<file path="src/rtl/piso_pkg.sv">
// piso_stream shared types: FSM state encoding and a width helper.
package piso_pkg;

  typedef enum logic {
    IDLE  = 1'b0,
    SHIFT = 1'b1
  } state_e;

  function automatic int clog2(input int v);
    int r;
    r = 0;
    while ((1 << r) < v) r++;
    return r;
  endfunction

endpackage

</file>
<file path="src/rtl/piso_hold.sv">
// One-word holding register in front of the shifter.
// Emptied only when the shifter takes the word.
module piso_hold #(
  parameter int WIDTH = 75
) (
  input  logic             clk,
  input  logic             rst,
  input  logic [WIDTH-1:0] din,
  input  logic             din_valid,
  input  logic             take,
  output logic [WIDTH-1:0] hreg,
  output logic             hold_full,
  output logic             din_ready
);

  logic [WIDTH-1:0] hreg_q, hreg_d;
  logic             full_q, full_d;

  // take needs full_q and accept needs ~full_q, so they never coincide
  always_comb begin
    hreg_d = hreg_q;
    full_d = full_q;
    if (take) full_d = 1'b0;
    if (din_valid && !full_q) begin
      hreg_d = din;
      full_d = 1'b1;
    end
  end

  always_ff @(posedge clk or negedge rst) begin
    if (!rst) begin
      hreg_q <= '0;
      full_q <= 1'b0;
    end else begin
      hreg_q <= hreg_d;
      full_q <= full_d;
    end
  end

  assign hreg      = hreg_q;
  assign hold_full = full_q;
  assign din_ready = ~full_q;

endmodule

</file>
<file path="src/rtl/piso_stream.sv">
// Parallel-in serial-out streamer with frame row tracking.
// Words arrive via valid/ready; bits leave one per enabled cycle.
module piso_stream
  import piso_pkg::*;
#(
  parameter int WIDTH     = 75,
  parameter int ROWS      = 14,
  parameter int MSB_FIRST = 1,
  localparam int ROW_W    = (clog2(ROWS) < 1) ? 1 : clog2(ROWS)
) (
  input  logic             clk,
  input  logic             rst,
  input  logic             en,
  input  logic [WIDTH-1:0] din,
  input  logic             din_valid,
  output logic             din_ready,
  output logic             dout,
  output logic             dout_valid,
  output logic             tFlag,
  output logic [ROW_W-1:0] row,
  output logic             frame_end
);

  localparam int CNT_W = clog2(WIDTH);
  localparam logic [CNT_W-1:0] CNT_MAX = CNT_W'(WIDTH - 1);
  localparam logic [ROW_W-1:0] ROW_MAX = ROW_W'(ROWS - 1);

  state_e           state_q, state_d;
  logic [WIDTH-1:0] sreg_q, sreg_d;
  logic [CNT_W-1:0] cnt_q, cnt_d;
  logic [ROW_W-1:0] row_q, row_d;
  logic [WIDTH-1:0] hreg;
  logic [WIDTH-1:0] sreg_sh;
  logic             hold_full;
  logic             take;

  piso_hold #(.WIDTH(WIDTH)) u_hold (
    .clk       (clk),
    .rst       (rst),
    .din       (din),
    .din_valid (din_valid),
    .take      (take),
    .hreg      (hreg),
    .hold_full (hold_full),
    .din_ready (din_ready)
  );

  assign sreg_sh = (MSB_FIRST != 0) ? {sreg_q[WIDTH-2:0], 1'b0}
                                    : {1'b0, sreg_q[WIDTH-1:1]};

  always_comb begin
    state_d = state_q;
    sreg_d  = sreg_q;
    cnt_d   = cnt_q;
    row_d   = row_q;
    take    = 1'b0;
    unique case (state_q)
      IDLE: begin
        if (hold_full && en) begin
          take    = 1'b1;
          sreg_d  = hreg;
          cnt_d   = CNT_MAX;
          state_d = SHIFT;
        end
      end
      SHIFT: begin
        if (en) begin
          if (cnt_q != '0) begin
            sreg_d = sreg_sh;
            cnt_d  = cnt_q - 1'b1;
          end else begin
            row_d = (row_q == ROW_MAX) ? '0 : row_q + 1'b1;
            // reload straight from hreg so words run without a gap
            if (hold_full) begin
              take   = 1'b1;
              sreg_d = hreg;
              cnt_d  = CNT_MAX;
            end else begin
              state_d = IDLE;
            end
          end
        end
      end
    endcase
  end

  always_ff @(posedge clk or negedge rst) begin
    if (!rst) begin
      state_q <= IDLE;
      sreg_q  <= '0;
      cnt_q   <= '0;
      row_q   <= '0;
    end else begin
      state_q <= state_d;
      sreg_q  <= sreg_d;
      cnt_q   <= cnt_d;
      row_q   <= row_d;
    end
  end

  assign dout_valid = (state_q == SHIFT);
  assign dout = dout_valid &
    ((MSB_FIRST != 0) ? sreg_q[WIDTH-1] : sreg_q[0]);
  assign tFlag     = dout_valid && (cnt_q == '0);
  assign frame_end = tFlag && (row_q == ROW_MAX);
  assign row       = row_q;

endmodule

</file>
<file path="config.mk">
export PLATFORM = sky130hd
export DESIGN_NAME = piso_stream
export DESIGN_NICKNAME = d
export VERILOG_FILES = /design/src/rtl/piso_pkg.sv /design/src/rtl/piso_hold.sv /design/src/rtl/piso_stream.sv
export SDC_FILE = /design/constraint.sdc
export NUM_CORES = 1
export LEC_CHECK = 0
export CORE_ASPECT_RATIO = 2
export CORE_MARGIN = 2
export CORE_UTILIZATION = 45
export DETAILED_ROUTE_END_ITERATION = 8
export PLACE_DENSITY = 0.67
export REMOVE_ABC_BUFFERS = 1
export SLEW_MARGIN = 20
export SYNTH_ARGS = -nofsm -noshare
export SYNTH_HDL_FRONTEND = slang
export SYNTH_SLANG_ARGS = --single-unit
export TNS_END_PERCENT = 1
</file>
<file path="constraint.sdc">
create_clock -name clk -period 5.35 [get_ports clk]
set_input_delay 1.07 -clock clk [delete_from_list [all_inputs] [get_ports clk]]
set_output_delay 1.07 -clock clk [all_outputs]
set_load 0.05 [all_outputs]
</file>
==> results.txt <==
fresh numbers from the pnr run: status=complete, no violations, critical path startpoint=cnt_q[4]$_DFFE_PN0P_, WS Path Type=reg2out, placed cell count=~740, tightest hold margin=~490 ps, FF+latch area=roughly 0.0041 mm^2, ys flops=163, FF-to-FF Start=cnt_q[4]$_DFFE_PN0P_, Syn Area/Cell=around 14 um^2, Top Usage Layer GRT=met2, most frequent cells in the layout=dfrtp_1, clkdlybuf4s50_1, and2_1, crit-path max FO=8, Worst path top cell family by delay=simple AND/OR/NAND/NOR gates, Simple-Gate Area Share=approximately a tenth, Die Area=0.01605 mm^2, buffering overhead=11.16%, Ports=a little under 90, global-route wire length before repair=between 20000 and 25000 um, First-pass DRT Iterations=4, DRC=0, Reg clk slew, reported paths=approximately 60 ps, arrival time worst endpoint=around 2600 ps, M2 GR Usage=31.34%, Seq share, synth=around three fifths, Chip Area, Yosys=between 0.006 and 0.007 mm^2, Via density=5.588, Wirelength per Cell=approximately 18 um, Hold Crit Class=reg2reg, top cells by count=dfrtp_1, and2_1, mux2_2, a221o_1, clkbuf_1, Synth Cell Area=between 0.006 and 0.007 mm^2, Max VDD drop=roughly 0.00024 V, Max clock buf depth=2, Worst R2R End=sreg_q[45]$_DFFE_PN0P_, vias in the first global route=approximately 4.6k, Hold Path Depth=1, comb area leader=AND-OR/OR-AND gates, sw frac=26.71%, largest net degree at the start of global routing=approximately 85, Comb. pwr=slightly below 0.0009 W, Insertion Delay late pin=between 400 and 500 ps, Seq group=~0.0021 W, Die Height=177.2 um, Fill cells=1225, total design power=roughly 0.0043 W, Dominant Register Cell=dfrtp_1, LEAKAGE=roughly 3.7 nW, Routed WL=14030 um, Seq pwr share=49.4%, ys cells=~490, cell area after layout=~0.0084 mm^2, ratio of final minimum period to clock period=between 60 and 70%, Async S/R FF share, synth=100.0%, DR top layer=met4, PD cells=514.2 mW/mm^2, post-cts sizing count=0, Setup Fix Bufs, Post-CTS=0, multiplexer share of the synthesized area=12.98%, Total GRT Usage=a little under a fifth, Final #Nets=around 640, diodes inserted=0, synth warn=0, Hold Path Sink=sreg_q[52]$_DFFE_PN0P_, clock buf count=21, Gate Area=roughly 0.0025 mm^2, Die Wd=90.60 um, grt total ovfl=0, Synth Area in Adders=0.3708%, Slew @ Worst Pin=between 1000 and 1500 ps, post-synth top area cell=dfrtp_1, Rows=between 60 and 70, Clk. pwr=approximately 0.0013 W, Worst Reg-to-Reg Cells=5, DP Worst Slack=between 2000 and 2500 ps, Area growth, synth to finish=24.42%, H-Tree Depth=4, cts-stage hold buffer count=0, root buffer cell=clkbuf_16, Top cell area share=roughly three fifths, Crit-path slowest cell=clkdlybuf4s50_1, XOR-XNOR Cells, Area Fraction=less than 1%, grt met1 use=22.23%, Final WS setup=1677 ps, critical path's largest stage delay=around 790 ps, share of layout cells above drive strength 1=20.87%, Startpoint Class=register, slew margin rel.=about 33%, final number of setup-violating endpoints=0, Comb power frac=between 20% and 30%, CP Buf/Inv Count=1, critical-path cell list=nor4_4 > and3_1 > and4_1 > clkdlybuf4s50_1, Post-DP HPWL=8803 um, tool warnings=26, leading cell type by number of instances after synthesis=dfrtp_1, clock skew=~8.4 ps, inverters=5, Max Cap Viol=0, CTS tree=yes, Post-synth EDFFs=0, #MultiIn Comb=282, Area after DPL=0.007716 mm^2, main power-consuming group=sequential cells, Crit. path cell count=4, setup tns final=0 ps, number of DRC markers in iteration 0=around 300, Hold Violations, Final=0, bufs w/o clock=93, distinct lib cells=37, crit path time final=3673 ps, hold_sp=sreg_q[51]$_DFFE_PN0P_, RSZ-0062 raised after global routing=no, CTS Sinks=between 150 and 200, Seq/total area=roughly half, top achievable clock speed=272.3 MHz, largest cells by area after synthesis=dfrtp_1, mux2_2, a221o_1, and2_1, buf_6, antenna violations before repair=0, Worst EP required=about 4300 ps, Final ANT Viol Nets=0, CP Capture Point=frame_end, FF-to-FF setup slack=slightly above 3000 ps, Num CTS Buffers=17, Largest area class, layout=flip-flops and latches, routed length on met2=around 7500 um, Psw=0.001153 W, Clock power frac=roughly 30%
### Gate-type map

Scale bar: 20 um.
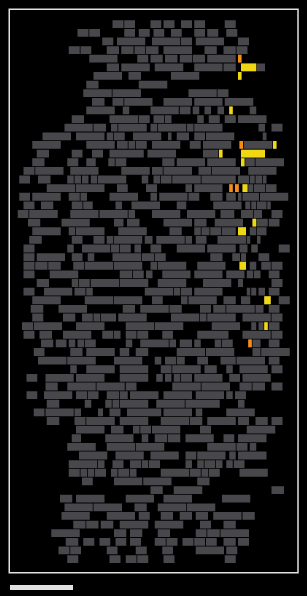
NOR gates: marked yellow, cells 13. inverters: marked orange, cells 5.
Non-Filler Instances: 770
logic share of the area: 29.43%
most numerous logic cell after layout: dfrtp_1

### Placed standard cells

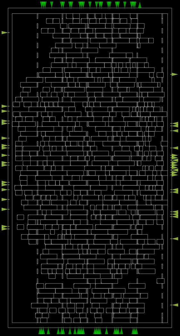
Tap Count: 195
post-layout util: 56.96%
Seq Cell Count: 163
Core Area: 0.01474 mm^2

No activity file was given, so power comes from the tool's default toggle rates.
